[config.mk]
export PLATFORM = sky130hd
export DESIGN_NAME = alu32_bist
export DESIGN_NICKNAME = d
export VERILOG_FILES = /design/src/rtl/alu32_pkg.sv /design/src/rtl/alu32_bist_vectors.sv /design/src/rtl/alu32_bist.sv
export SDC_FILE = /design/constraint.sdc
export NUM_CORES = 1
export LEC_CHECK = 0
export ABC_CLOCK_PERIOD_IN_PS = 6000
export CORE_ASPECT_RATIO = 0.8
export CORE_MARGIN = 3
export CORE_UTILIZATION = 59
export DETAILED_ROUTE_END_ITERATION = 10
export PLACE_DENSITY = 0.83
export SLEW_MARGIN = 20
export SYNTH_ARGS = -nofsm -noshare
export SYNTH_HDL_FRONTEND = slang
export SYNTH_HIERARCHICAL = 1
export SYNTH_SLANG_ARGS = --single-unit
export TNS_END_PERCENT = 100
[constraint.sdc]
create_clock -name clk -period 6 [get_ports clk]
set_input_delay 1.2 -clock clk [delete_from_list [all_inputs] [get_ports clk]]
set_output_delay 1.2 -clock clk [all_outputs]
set_load 0.01 [all_outputs]
[src/rtl/alu32_pkg.sv]
// Shared ALU32 definitions: opcodes, LFSR polynomial, golden model and LFSR step.
package alu32_pkg;

  localparam logic [4:0] OP_AND  = 5'b00000;
  localparam logic [4:0] OP_OR   = 5'b00001;
  localparam logic [4:0] OP_ADD  = 5'b00010;
  localparam logic [4:0] OP_SUB  = 5'b01110;
  localparam logic [4:0] OP_SLT  = 5'b01111;
  localparam logic [4:0] OP_NOR  = 5'b11000;
  localparam logic [4:0] OP_NAND = 5'b11001;

  // Right-shifting Galois mask for x^32 + x^22 + x^2 + x + 1
  localparam logic [31:0] LFSR_POLY = 32'h8020_0003;

  localparam logic [7:0] NUM_DIRECTED = 8'd13;

  typedef enum logic [2:0] {
    ST_IDLE,
    ST_DRIVE,
    ST_SETTLE,
    ST_CHECK,
    ST_DONE
  } bist_state_t;

  typedef struct packed {
    logic [31:0] s;
    logic        eq;
    logic        overflow;
  } alu_res_t;

  function automatic alu_res_t alu32_golden(input logic [31:0] a, input logic [31:0] b,
                                            input logic [4:0] op);
    alu_res_t    r;
    logic [31:0] sum;
    logic [31:0] diff;
    logic        sub_ovf;
    sum        = a + b;
    diff       = a - b;
    sub_ovf    = (a[31] != b[31]) && (diff[31] != a[31]);
    r.s        = 32'h0;
    r.eq       = (a == b);
    r.overflow = 1'b0;
    case (op)
      OP_AND:  r.s = a & b;
      OP_OR:   r.s = a | b;
      OP_ADD: begin
        r.s        = sum;
        r.overflow = (a[31] == b[31]) && (sum[31] != a[31]);
      end
      OP_SUB: begin
        r.s        = diff;
        r.overflow = sub_ovf;
      end
      OP_SLT: begin
        r.s        = {31'b0, ($signed(a) < $signed(b))};
        r.overflow = sub_ovf;
      end
      OP_NOR:  r.s = ~(a | b);
      OP_NAND: r.s = ~(a & b);
      default: r.s = 32'h0;
    endcase
    return r;
  endfunction

  function automatic logic [31:0] lfsr_step(input logic [31:0] s);
    return {1'b0, s[31:1]} ^ (s[0] ? LFSR_POLY : 32'h0);
  endfunction

endpackage

[src/rtl/alu32_bist_vectors.sv]
// Combinational directed-vector ROM (indices 0..12) and the random-vector opcode table.
module alu32_bist_vectors
  import alu32_pkg::*;
(
  input  logic [7:0]  i_index,
  input  logic [2:0]  i_rand_sel,
  output logic [31:0] o_a,
  output logic [31:0] o_b,
  output logic [4:0]  o_op,
  output logic [4:0]  o_rand_op
);

  always_comb begin
    o_a  = 32'h0;
    o_b  = 32'h0;
    o_op = OP_AND;
    case (i_index)
      8'd0:  begin o_a = 32'd45;        o_b = 32'd21;        o_op = OP_AND;  end
      8'd1:  begin o_a = 32'd45;        o_b = 32'd21;        o_op = OP_OR;   end
      8'd2:  begin o_a = 32'd45;        o_b = 32'd21;        o_op = OP_ADD;  end
      8'd3:  begin o_a = 32'd45;        o_b = 32'd21;        o_op = OP_SUB;  end
      8'd4:  begin o_a = 32'd45;        o_b = 32'd21;        o_op = OP_SLT;  end
      8'd5:  begin o_a = 32'd21;        o_b = 32'd45;        o_op = OP_SLT;  end
      8'd6:  begin o_a = 32'd21;        o_b = 32'd45;        o_op = OP_NOR;  end
      8'd7:  begin o_a = 32'd21;        o_b = 32'd45;        o_op = OP_NAND; end
      8'd8:  begin o_a = 32'd45;        o_b = 32'd45;        o_op = OP_SUB;  end
      8'd9:  begin o_a = 32'h7FFF_FFFF; o_b = 32'h0000_0001; o_op = OP_ADD;  end
      8'd10: begin o_a = 32'h8000_0000; o_b = 32'hFFFF_FFFF; o_op = OP_ADD;  end
      8'd11: begin o_a = 32'h8000_0000; o_b = 32'h0000_0001; o_op = OP_SUB;  end
      8'd12: begin o_a = 32'h7FFF_FFFF; o_b = 32'hFFFF_FFFF; o_op = OP_SLT;  end
      default: begin o_a = 32'h0; o_b = 32'h0; o_op = OP_AND; end
    endcase
  end

  always_comb begin
    o_rand_op = OP_AND;
    case (i_rand_sel)
      3'd0:    o_rand_op = OP_AND;
      3'd1:    o_rand_op = OP_OR;
      3'd2:    o_rand_op = OP_ADD;
      3'd3:    o_rand_op = OP_SUB;
      3'd4:    o_rand_op = OP_SLT;
      3'd5:    o_rand_op = OP_NOR;
      3'd6:    o_rand_op = OP_NAND;
      3'd7:    o_rand_op = OP_SUB;
      default: o_rand_op = OP_AND;
    endcase
  end

endmodule

[src/rtl/alu32_bist.sv]
// ALU32 built-in self-test controller: directed then LFSR vectors, checked against a golden model.
// Optional ALU32_BIST_ERRCOUNT_EN: run all vectors and report a saturating err_count.
module alu32_bist
  import alu32_pkg::*;
#(
  parameter int          NUM_RANDOM    = 64,
  parameter int          SETTLE_CYCLES = 1,
  parameter logic [31:0] LFSR_SEED     = 32'hACE1_2468
) (
  input  logic        clk,
  input  logic        reset,
  input  logic        start,
  output logic        busy,
  output logic        done,
  output logic        pass,
  output logic [7:0]  fail_index,
  output logic [31:0] fail_S,
`ifdef ALU32_BIST_ERRCOUNT_EN
  output logic [7:0]  err_count,
`endif
  output logic [31:0] alu_A,
  output logic [31:0] alu_B,
  output logic [4:0]  alu_op,
  input  logic [31:0] alu_S,
  input  logic        alu_eq,
  input  logic        alu_overflow
);

  localparam logic [7:0] LAST_IDX   = 8'(12 + NUM_RANDOM);
  localparam logic [3:0] SETTLE_END = 4'(SETTLE_CYCLES - 1);

  bist_state_t r_state;
  logic [7:0]  r_index;
  logic [3:0]  r_settle;
  logic [31:0] r_lfsr;
  logic        r_busy, r_done, r_pass;
  logic [7:0]  r_fail_index;
  logic [31:0] r_fail_s, r_alu_a, r_alu_b;
  logic [4:0]  r_alu_op;
`ifdef ALU32_BIST_ERRCOUNT_EN
  logic [7:0]  r_err_count;
`endif

  logic [31:0] w_step1, w_step2, w_rom_a, w_rom_b;
  logic [4:0]  w_rom_op, w_rand_op;
  alu_res_t    w_gold;
  logic        w_check_eq, w_mismatch;

  assign w_step1 = lfsr_step(r_lfsr);
  assign w_step2 = lfsr_step(w_step1);

  alu32_bist_vectors u_vectors (
    .i_index    (r_index),
    .i_rand_sel (w_step2[2:0]),
    .o_a        (w_rom_a),
    .o_b        (w_rom_b),
    .o_op       (w_rom_op),
    .o_rand_op  (w_rand_op)
  );

  // eq is only architecturally meaningful for the compare-style opcodes
  assign w_gold     = alu32_golden(r_alu_a, r_alu_b, r_alu_op);
  assign w_check_eq = (r_alu_op == OP_SUB) || (r_alu_op == OP_SLT);
  assign w_mismatch = (alu_S != w_gold.s) || (alu_overflow != w_gold.overflow) ||
                      (w_check_eq && (alu_eq != w_gold.eq));

  always_ff @(posedge clk) begin
    if (reset) begin
      r_state      <= ST_IDLE;
      r_index      <= 8'd0;
      r_settle     <= 4'd0;
      r_lfsr       <= LFSR_SEED;
      r_busy       <= 1'b0;
      r_done       <= 1'b0;
      r_pass       <= 1'b0;
      r_fail_index <= 8'd0;
      r_fail_s     <= 32'h0;
      r_alu_a      <= 32'h0;
      r_alu_b      <= 32'h0;
      r_alu_op     <= 5'd0;
`ifdef ALU32_BIST_ERRCOUNT_EN
      r_err_count  <= 8'd0;
`endif
    end else begin
      case (r_state)
        ST_IDLE: begin
          r_done <= 1'b0;
          if (start) begin
            r_state      <= ST_DRIVE;
            r_index      <= 8'd0;
            r_lfsr       <= LFSR_SEED;
            r_busy       <= 1'b1;
            r_pass       <= 1'b0;
            r_fail_index <= 8'd0;
            r_fail_s     <= 32'h0;
`ifdef ALU32_BIST_ERRCOUNT_EN
            r_err_count  <= 8'd0;
`endif
          end
        end
        ST_DRIVE: begin
          if (r_index < NUM_DIRECTED) begin
            r_alu_a  <= w_rom_a;
            r_alu_b  <= w_rom_b;
            r_alu_op <= w_rom_op;
          end else begin
            r_alu_a  <= w_step1;
            r_alu_b  <= w_step2;
            r_alu_op <= w_rand_op;
            r_lfsr   <= w_step2;
          end
          r_settle <= 4'd0;
          r_state  <= ST_SETTLE;
        end
        ST_SETTLE: begin
          if (r_settle == SETTLE_END) r_state <= ST_CHECK;
          else                        r_settle <= r_settle + 4'd1;
        end
        ST_CHECK: begin
`ifdef ALU32_BIST_ERRCOUNT_EN
          // First mismatch is the one seen while the count is still zero
          if (w_mismatch) begin
            if (r_err_count == 8'd0) begin
              r_fail_index <= r_index;
              r_fail_s     <= alu_S;
            end
            if (r_err_count != 8'hFF) r_err_count <= r_err_count + 8'd1;
          end
          if (r_index == LAST_IDX) begin
            r_pass  <= (r_err_count == 8'd0) && !w_mismatch;
            r_done  <= 1'b1;
            r_busy  <= 1'b0;
            r_state <= ST_DONE;
          end else begin
            r_index <= r_index + 8'd1;
            r_state <= ST_DRIVE;
          end
`else
          if (w_mismatch) begin
            r_fail_index <= r_index;
            r_fail_s     <= alu_S;
            r_pass       <= 1'b0;
            r_done       <= 1'b1;
            r_busy       <= 1'b0;
            r_state      <= ST_DONE;
          end else if (r_index == LAST_IDX) begin
            r_pass  <= 1'b1;
            r_done  <= 1'b1;
            r_busy  <= 1'b0;
            r_state <= ST_DONE;
          end else begin
            r_index <= r_index + 8'd1;
            r_state <= ST_DRIVE;
          end
`endif
        end
        ST_DONE: begin
          r_done  <= 1'b0;
          r_state <= ST_IDLE;
        end
        default: r_state <= ST_IDLE;
      endcase
    end
  end

  assign busy       = r_busy;
  assign done       = r_done;
  assign pass       = r_pass;
  assign fail_index = r_fail_index;
  assign fail_S     = r_fail_s;
  assign alu_A      = r_alu_a;
  assign alu_B      = r_alu_b;
  assign alu_op     = r_alu_op;
`ifdef ALU32_BIST_ERRCOUNT_EN
  assign err_count  = r_err_count;
`endif

endmodule
Fig. 1: run 1, close-up of the layout
Window x 77 to 102, y 60 to 85 um. Cells in grey, sequential cells in the stronger grey; small squares are vias.
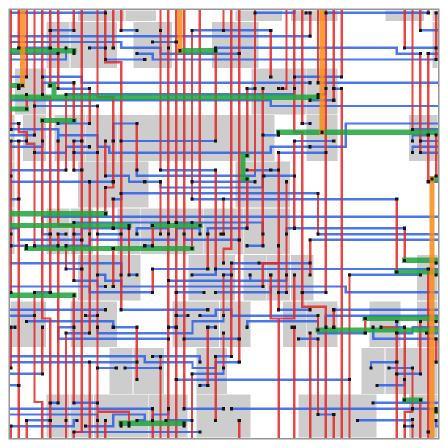
[blue] M1
[red] M2
[orange] M4
[green] M3
cells with their middle in the window: 47
sequential cells in the window: 0
most frequent: a21oi_1 (8), inv_1 (5), nand2_1 (5)

Fig. 2: run 1, cells coloured by class
Drawn at 2 px/um. Fill, decap, tap and diode cells in grey.
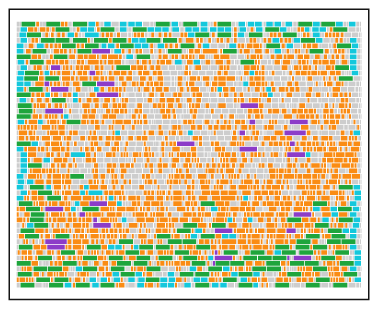
[green] registers | cells: 159 | share of their area: 20%
[cyan] remaining buffers and delay cells | cells: 181 | share of their area: 11%
[purple] clock drivers and dummy loads | cells: 32 | share of their area: 3.9%
[orange] remaining logic cells | cells: 1597 | share of their area: 64%
register share of the cell area: 20.0%
floorplan row count: 49

Fig. 3: run 1, routed clock nets over the placement
Drawn at 3 px/um.
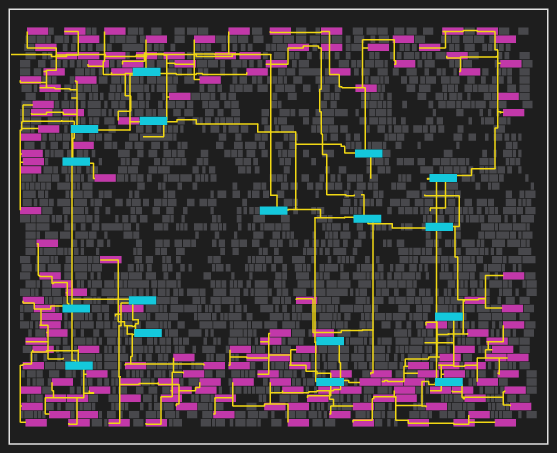
[cyan] clock-net drivers | count: 17
[yellow] clock wires | length: 2480 um
[magenta] flip-flops | count: 159
flops lie: spread over the die
routed clock nets: 18

Fig. 4: run 1, the clock network
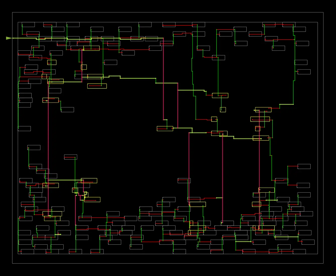
clock tree sinks: 159
CTS buffer count: 17
count of clock buffers in the final design: 21

==> run 1: worst paths after layout <==
kind,startpoint,endpoint,cells past startpoint
max reg2reg,alu_B[0]$_SDFFE_PP0P_,fail_S[12]$_SDFFE_PP0P_,16
min,fail_S[5]$_SDFFE_PP0P_,fail_S[5]$_SDFFE_PP0P_,2
max,alu_B[0]$_SDFFE_PP0P_,fail_S[12]$_SDFFE_PP0P_,16
min reg2reg,fail_S[5]$_SDFFE_PP0P_,fail_S[5]$_SDFFE_PP0P_,2
==> run 1: routing by layer <==
layer  part of all wire [%]  vias up  GRT usage (%)
met4                    5.0        0           19.6
met5                      0        -              0
met3                    9.9      170           8.82
met2                     45      886           61.9
met1                     40     7301           50.9
li1                       -     7014              -
==> run 1: metrics by stage <==
step | cell area, um^2 | instances | total power [W]
after detailed placement | 15400 | 2243 | 0.00330
after global placement | 15400 | 2243 | 0.00327
final | 16000 | 2275 | 0.00455
after global routing | 16000 | 2275 | 0.00475
after floorplan | 14100 | 1952 | 0.00263
after CTS | 16000 | 2275 | 0.00448
==> run 1: area by class of cell <==
type,count,area [um^2]
fill,1967,7020
inverter,136,510
tap,306,383
multi-input combinational,1461,9510
sequential,159,3190
clock inverter,11,151
timing repair buffer,181,1760
clock buffer,21,460
==> run 1: worst reg2reg max path: cells and delay by family (launching register included) <==
kind | cells | cell delay (ps)
simple gates | 4 | 970
fa+ha+maj | 2 | 670
buf+inv | 2 | 340
compound gates | 8 | 2970
flops | 1 | 460
==> run 1: power by group through the flow <==
stage,combinational [W],sequential (W),clock [W]
6_report,0.00208,0.00128,0.00119
5_1_grt,0.00223,0.00129,0.00123
4_1_cts,0.00202,0.00127,0.00119
3_5_place_dp,0.00201,0.00130,0
3_3_place_gp,0.00198,0.00129,0
2_1_floorplan,0.00135,0.00128,0
==> run summary, run 1 <==
Implementation numbers.

- As reported, the later end of the worst-skew pair has a clock insertion delay of 460 ps.
- Averaged over all synthesized cells, the footprint is 7.24 um^2.
- The first-pass GRT wire length is 78900 um.
- The library cell with the largest summed area after synthesis is dfxtp_1.
- The routed layout has 15400 vias.
- The share of total power in the clock network is 26.1%.
- The most common cell after layout, fill and taps aside is nand2_1.
- The number of flops mapped to enable cells by yosys is 0.
- The fraction of the mapped netlist area in simple logic gates is 23.0%.
- The switching share of power is 43.1%.
- The type of the worst setup path is reg -> reg.
- The synthesis report lists the most area-consuming cells as dfxtp_1, ha_1, nand2_1.
- The number of maximum-capacitance violations recorded for the run is 0.
- Using the TritonRoute via totals, the vias-per-cell ratio works out to 6.76.
- The placement summary gives the final routability congestion estimate as 1.05.
- The report lists the cells along the critical path as ha_1 > inv_1 > fa_1 > nor2b_1 > o2111ai_1 > a21oi_1 > o21ai_0 > o311a_1 > a311o_1 > a2111o_1 > nor4_4 > nand4b_2 > o21ai_4 > buf_12 > nand3_1 > a21oi_1.
- The timing report notes that buffer and inverter cells on the critical path total 2.
- From synthesis to final layout, the design area changed by 13.1%.
- During I/O placement, the number of pins put on the boundary was 149.
- The critical path data required time is 6380 ps.
- Cell internal power was estimated by the tool at 0.00259 W.
- Per the CTS log, the root buffer master is clkbuf_16.
- Power spread over the standard cell area amounts to 285 mW/mm^2.
- The H-tree depth is 4.
- STA puts the critical path data arrival time at 5860 ps.
- The area fraction in compound gates is 28.2%.
- The multiplexer fraction of the synthesized cell area is 2.87%.
- The count of hold buffers inserted by post-cts repair is 0.
- The largest family of logic cells by area is AND-OR/OR-AND gates.
- The chip height is 144 um.
- The library cells used most frequently in the layout, excluding fill and tap cells, are nand2_1, nor2_1, dfxtp_1.
- Entering global routing, the biggest net connects 107 pins.
- When the netlist entered floorplanning its net count stood at 2102.
- The post-cts repair resize count is 0.
- The summed standard-cell area reported by yosys is 0.0141 mm^2.
- After synthesis, the largest area contributor takes up 22.5% of total cell area.
- The synthesis stat section lists a flop and latch total of 159.
- The worst setup path is captured at a flop.
- Per the final timing report, the hold violations number 0.
- The clock tree from TritonCTS is done.
- The OpenROAD warning count is 102.
- By count the netlist is led by nand2_1, nor2_1, dfxtp_1, a21oi_1, inv_1.
- Per the synthesis report, the adder-cell share of the synthesized area is 10.1%.
- In the Yosys report, the sequential cells make up 22.5% of the chip area.
- The max-slew violation count is 0.
- The global-route usage over all layers is 39.3%.
- The via count of the first global-routing pass is 14100.
- The worst setup margin is 517 ps.
- The run finished with clean final reports.
- Dividing the detail-routed wire length by the instance count gives 22.7 um.
- Before CTS, the worst setup slack after placement is 705 ps.
- Counting stages on the worst path, the most repeated cell is a21oi_1.
- The flow reports that combinational logic draws 45.8% of the design power.
- The repair_antennas step left the layout with diodes totalling 0.
- Summing every instance area after synthesis gives 0.0141 mm^2.
- The final report gives the core utilization as 69.5%.
- Clock skew on the completed layout was measured at 14.8 ps.
- In this run the standard cell core region covers 0.0230 mm^2.
- The remaining number of nets flagged by the antenna check after routing is 0.
- The worst slew margin relative to its limit is 27.6%.
- The most used flip-flop cell after synthesis is dfxtp_1.
- After technology mapping, the gate count stands at 1952.
- The final hold slack is 469 ps.
- Looking at the gate-level netlist, the highest instance count belongs to nand2_1.
- The count of different cell masters after synthesis is 88.
- In this run, the synthesized area fraction spent on xor and xnor cells is recorded as 2.91%.
- The number of buffers inserted by port buffering is 148.
- Recorded from the global router log, the overflow total was 0.
- The first-pass detailed-route iteration total is 6.
- Counting along the longest clock path gives a buffer depth of 2.
- Per the finish-stage timing summary, setup violations number 0.
- For this run the detailed placement stage logged an HPWL of 38500 um.
- For the final routed database, the setup TNS stands at 0 ps.
- The largest vdd supply drop is 290 uV.
- The highest clock frequency the design can meet is 0.182 GHz.
- The cell type of the slowest stage on the worst timing path is o21ai_4.
- The chip occupies 0.0258 mm^2.
- The number of warnings issued by yosys is 6.
- The worst stage delay on the critical path is 530 ps.
- The count of buffers added by post-CTS timing repair for setup is 0.
- Before placement the cells fill 61.4% of the core.
- The routed design has 51700 um of wire.
- The remaining design rule violation count is 0.
- The flop-to-flop setup slack is 520 ps.
- The number of nets in the final layout is 2106.
- For this run, asynchronously set or reset flops after synthesis account for 0%.
- The worst setup path is launched from a flop.
- The clock transition at the registers of the reported paths is 70 ps.
- Per the OpenROAD power report, leakage power amounts to 5.78 nW.
- The pin slew with the least headroom to its limit is 1090 ps.
- Setup repair after global routing left no endpoint under its margin.
- The number of cells in Yosys stat is 1952.
- The peak fanout along the critical path is 31.
- The kind of path behind the tightest hold check is reg -> reg.
- The initial antenna violation count is 0.
- According to the floorplan report, the die width is 179 um.
- After layout, the worst path uses 91.4% of the clock period.
- The net switching power is 0.00196 W.
- The ratio of cells with drive above 1 in the final layout is 5.59%.
- Per report_power, the sequential group accounts for 28.1% of the total.
- The iteration-0 DRC count of the detailed router is 1548.
- The clock period could shrink to 5480 ps.
- The top cell family by delay on the critical path is AND-OR/OR-AND gates.
## Run 2: what changed since run 1
--- a/config.mk
+++ b/config.mk
@@ -10,6 +10,7 @@
 export CORE_MARGIN = 3
 export CORE_UTILIZATION = 59
 export DETAILED_ROUTE_END_ITERATION = 10
+export GPL_TIMING_DRIVEN = 1
 export PLACE_DENSITY = 0.83
 export SLEW_MARGIN = 20
 export SYNTH_ARGS = -nofsm -noshare
Fig. 5: run 2, cells coloured by class
Drawn at 2 px/um. Fill, decap, tap and diode cells in grey.
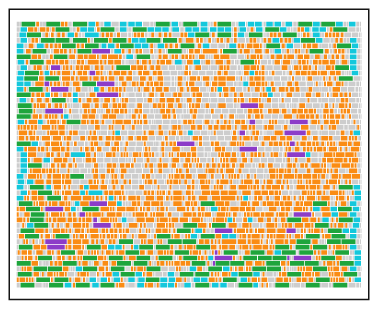
[orange] remaining logic cells | cells: 1597 | share of their area: 64%
[cyan] remaining buffers and delay cells | cells: 181 | share of their area: 11%
[green] registers | cells: 159 | share of their area: 20%
[purple] clock drivers and dummy loads | cells: 32 | share of their area: 3.9%
Layout Cell Area excl Fill: 0.0160 mm^2
share of the core filled with cells: 69.5%
placeable core region: 0.0230 mm^2

Fig. 6: run 2, routed clock nets over the placement
Drawn at 3 px/um.
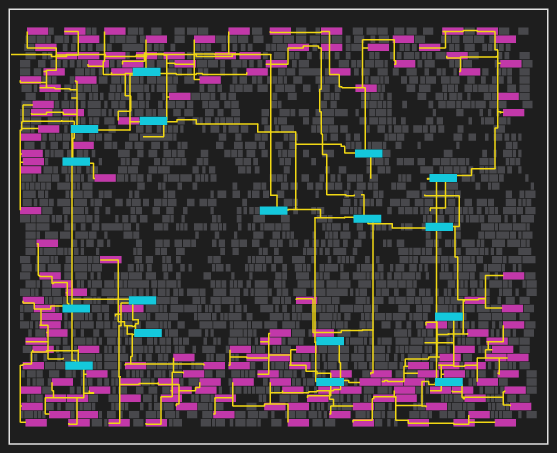
[yellow] clock wires | length: 2480 um
[cyan] clock-net drivers | count: 17
[magenta] flip-flops | count: 159
flops lie: spread over the die

==> run 2 against run 1 <==
Register-to-register slack barely moved. Non-clock buffer count unchanged. First-iteration DRC count is the same. Sequential power about the same. Die area is the same. Critical path type unchanged. Clock power is essentially flat. Synthesized cell count is the same.
==> run summary, run 2 <==
Implementation numbers.

- The flow ran to the end, and the final reports show no timing, DRC or antenna violations.
- The initial antenna violation count is 0 (unchanged).
- Looking at the setup timing report, the critical path kind is reg -> reg.
- The remaining design rule violation count came to 0 (unchanged).
- The total wire length after detailed routing is 51700 um (unchanged).
- The iteration-0 DRC count of the detailed router is 1548 (unchanged).
- The post-placement cell count was 2243 (unchanged).
- The power of the sequential group is 0.00128 W (about the same).
- The clock network power consumption is 0.00119 W (about the same).
- The worst slack at placement is 705 ps (unchanged).
- The proportion of power drawn by flip-flops and latches is 28.1% (about the same).
- The setup violation total in the final timing report is 0 (unchanged).
- The number of warnings issued by yosys came to 6 (unchanged).
- The multiplexer fraction of the synthesized cell area came to 2.87% (unchanged).
- The number of buffers inserted by port buffering was 148 (unchanged).
- The accumulated negative setup slack is 0 ps (unchanged).
- The post-synthesis instance total is 1952 (unchanged).
- The worst slew margin relative to its limit is 27.6% (unchanged).
- The total placed instance area came to 0.0154 mm^2 (unchanged).
- The die area is 0.0258 mm^2 (unchanged).
- The boundary pin count is 149 (unchanged).
- The internal power of the cells came to 0.00259 W (unchanged).
- The final hold slack is 469 ps (unchanged).
- The number of cells on the critical path is 16 (unchanged).
- The global-route usage over all layers is 39.3% (unchanged).
- Setup repair after global routing left no endpoint under its margin.
- The ratio of cells with drive above 1 in the final layout came to 5.59% (unchanged).
- The max-cap check violation count is 0 (unchanged).
- The first-pass GRT wire length is 78900 um (unchanged).
- The signal on the critical path passes through ha_1 > inv_1 > fa_1 > nor2b_1 > o2111ai_1 > a21oi_1 > o21ai_0 > o311a_1 > a311o_1 > a2111o_1 > nor4_4 > nand4b_2 > o21ai_4 > buf_12 > nand3_1 > a21oi_1.
- STA classifies the critical path endpoint as a flop.
- The share of total power in the clock network is 26.1% (about the same).
- The clock tree from TritonCTS is done.
- The post-cts repair resize count is 0 (unchanged).
- The number of flops mapped to enable cells by yosys is 0 (unchanged).
- The library cell with the largest summed area after synthesis is dfxtp_1.
- The sequential share of the synthesized area is 22.5% (unchanged).
- The detailed-placement wirelength estimate was 38500 um (unchanged).
- The pin slew with the least headroom to its limit came to 1090 ps (unchanged).
- The critical path launch point is alu_B[0]$_SDFFE_PP0P_.
- The count of hold buffers inserted by post-cts repair is 0 (unchanged).
- The max-slew violation count is 0 (unchanged).
- The layout overhead on the synthesized area is 13.1% (unchanged).
- The root cell of the clock tree is clkbuf_16.
- The via count of the first global-routing pass is 14100 (unchanged).
- The largest vdd supply drop is 290 uV (unchanged).
- The post-synthesis net count came to 2102 (unchanged).
- The worst stage delay on the critical path is 530 ps (about the same).
- By area, the combinational part of the netlist is dominated by AND-OR/OR-AND gates.
- The number of diodes added for antenna fixing was 0 (unchanged).
- The total of fill cells in the finished design is 1967 (unchanged).
- The final period utilization is 91.4% (unchanged).
- The worst clock skew on the final layout is 14.8 ps (unchanged).
- The adder and majority cell fraction of the synthesized area is 10.1% (unchanged).
- The footprint of the multi-input gates came to 0.00951 mm^2 (unchanged).
- The pin count of the biggest net entering global routing is 107 (unchanged).
- The H-tree depth is 4 (unchanged).
- The heaviest power group is combinational logic.
- The launch point of the worst register-to-register path is recorded as alu_B[0]$_SDFFE_PP0P_.
- The fraction of the mapped netlist area in simple logic gates came to 23.0% (unchanged).
- The top-area cell type share of the netlist area is 22.5% (unchanged).
- The summed standard-cell area reported by yosys is 0.0141 mm^2 (unchanged).
- The number of buffer and inverter instances along the worst setup path came to 2 (unchanged).
- By area the synthesized netlist is led by dfxtp_1, ha_1, nand2_1.
- The static power due to leakage was 5.78 nW (unchanged).
- The flop-to-flop setup slack is 520 ps (about the same).
- According to the hold report, the worst path is of the reg -> reg type.
- The via count is 15400 (unchanged).
- The chip height is 144 um (unchanged).
- The power density over the cells came to 285 mW/mm^2 (unchanged).
- The row count was 49 (unchanged).
- The combinational group power is 0.00208 W (about the same).
- The highest clock frequency the design can meet is 0.182 GHz (unchanged).
- The switching share of power is 43.1% (unchanged).
- The total power is 0.00455 W (unchanged).
- The top cell family by delay on the critical path is AND-OR/OR-AND gates.
- The net switching power is 0.00196 W (unchanged).
- The XOR/XNOR share of the synthesized area is 2.91% (unchanged).
- The post-synthesis register bit count is 159 (unchanged).
- The clock transition at the registers of the reported paths was 70 ps (about the same).
- The OpenROAD warning count is 102 (unchanged).
- Counting only logic cells after layout, the most numerous master is nand2_1.
- The remaining global-route overflow is 0 (unchanged).
- The count of buffers added by post-CTS timing repair for setup came to 0 (unchanged).
- The mean instance size in the synthesized netlist came to 7.24 um^2 (unchanged).
- The post-route non-filler standard cell count was 2275 (unchanged).
- The number of buffers on the longest clock path was 2 (unchanged).
- The TritonCTS buffer count is 17 (unchanged).
- The async set-or-reset flop fraction in the synthesized netlist is 0% (unchanged).
- The number of nets in the final layout is 2106 (unchanged).
- The horizontal die dimension is 179 um (unchanged).
- The critical path startpoint category is a flop.
- The final critical-path required period came to 5480 ps (unchanged).
- The area of the mapped netlist is 0.0141 mm^2 (unchanged).
- The worst setup path endpoint is fail_S[12]$_SDFFE_PP0P_.
- The area fraction in compound gates is 28.2% (unchanged).
- By instance count, the cell type seen most on the critical path is a21oi_1.
- The effective utilization at floorplan is 61.4% (unchanged).
- The final hold violation count is 0 (unchanged).
- The average routed wire per standard cell came to 22.7 um (unchanged).
- Looking at the critical path, the single cell with the biggest stage delay is o21ai_4.
- The first-pass detailed-route iteration total is 6 (unchanged).
- The combinational group share of total power is 45.8% (about the same).
- The worst setup margin was 517 ps (unchanged).
- The later-pin clock latency in the skew report is 460 ps (about the same).
- The data arrival time of the critical path is 5860 ps (about the same).
- The number of cells in Yosys stat is 1952 (unchanged).
- The area used by sequential logic in the layout came to 0.00319 mm^2 (unchanged).
- The via density per instance came to 6.76 (unchanged).
- The peak fanout along the critical path was 31 (unchanged).
- The most used flip-flop cell after synthesis is dfxtp_1.
- The remaining number of nets flagged by the antenna check after routing is 0 (unchanged).
- For the worst reg-to-reg path, the endpoint reported by OpenROAD is fail_S[12]$_SDFFE_PP0P_.
- Yosys reports that the most numerous cell types are nand2_1, nor2_1, dfxtp_1, a21oi_1, inv_1.
- The most frequent cell after synthesis is nand2_1.
- The total clock sinks is 159 (unchanged).
- The cell count of the worst reg-to-reg path was 16 (unchanged).
- The weighted congestion reported at the end of routability-driven placement was 1.05 (unchanged).
- The count of different cell masters after synthesis is 88 (unchanged).
- The critical path data required time is 6380 ps (about the same).
- By instance count after routing, the leading logic cell types are nand2_1, nor2_1, dfxtp_1.
Fig. 7: run 2, close-up of the layout
Window x 77 to 102, y 60 to 85 um. Cells in grey, sequential cells in the stronger grey; small squares are vias.
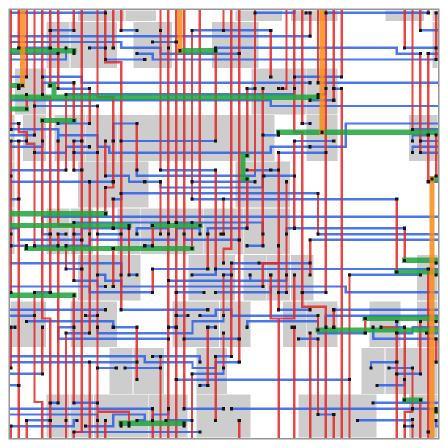
[red] M2
[blue] M1
[green] M3
[orange] M4
sequential cells in the window: 0
cells with their middle in the window: 47
most frequent: a21oi_1 (8), inv_1 (5), nand2_1 (5)

==> run 2: cell counts in the layout (fill, tap and decap cells not counted) <==
No cell type changed its count.
==> run 2: worst min-delay path by stage <==
stage,start,end,slack (ps),depth (start not counted)
6_report,fail_S[5]$_SDFFE_PP0P_,fail_S[5]$_SDFFE_PP0P_,470,2
5_1_grt,fail_S[3]$_SDFFE_PP0P_,fail_S[3]$_SDFFE_PP0P_,490,2
4_1_cts,fail_S[7]$_SDFFE_PP0P_,fail_S[7]$_SDFFE_PP0P_,470,2
3_3_place_gp,fail_S[26]$_SDFFE_PP0P_,fail_S[26]$_SDFFE_PP0P_,450,2
2_1_floorplan,r_lfsr[20]$_SDFFE_PP0P_,r_lfsr[20]$_SDFFE_PP0P_,450,2
3_5_place_dp,fail_S[7]$_SDFFE_PP0P_,fail_S[7]$_SDFFE_PP0P_,460,2
==> run 2: area by class of cell <==
| class | instances | share of cell area, % |
|---|---|---|
| sequential | 159 | 20.0 |
| timing repair buffer | 181 | 11.0 |
| clock buffer | 21 | 2.88 |
| multi-input combinational | 1461 | 59.6 |
| tap | 306 | 2.40 |
| clock inverter | 11 | 0.948 |
| inverter | 136 | 3.20 |
==> run 2: cell families (layout without fill, tap and decap cells) <==
logic type	after synthesis	in the layout
AND-OR/OR-AND	578	578
XOR/XNOR	47	47
AND/OR/NAND/NOR	683	683
adder cells (fa/ha/maj)	113	113
multiplexers	40	40
buffers and inverters	332	349
flip-flops	159	159
==> run 2: metal layers <==
layer,wire (um),share of wire [%],GRT usage [%],vias to the layer above
li1,-,-,-,7014
met1,20800,40,50.9,7301
met2,23100,45,61.9,886
met3,5120,9.9,8.82,170
met4,2590,5.0,19.6,0
met5,0,0,0,-
No activity file was given, so power comes from the tool's default toggle rates.
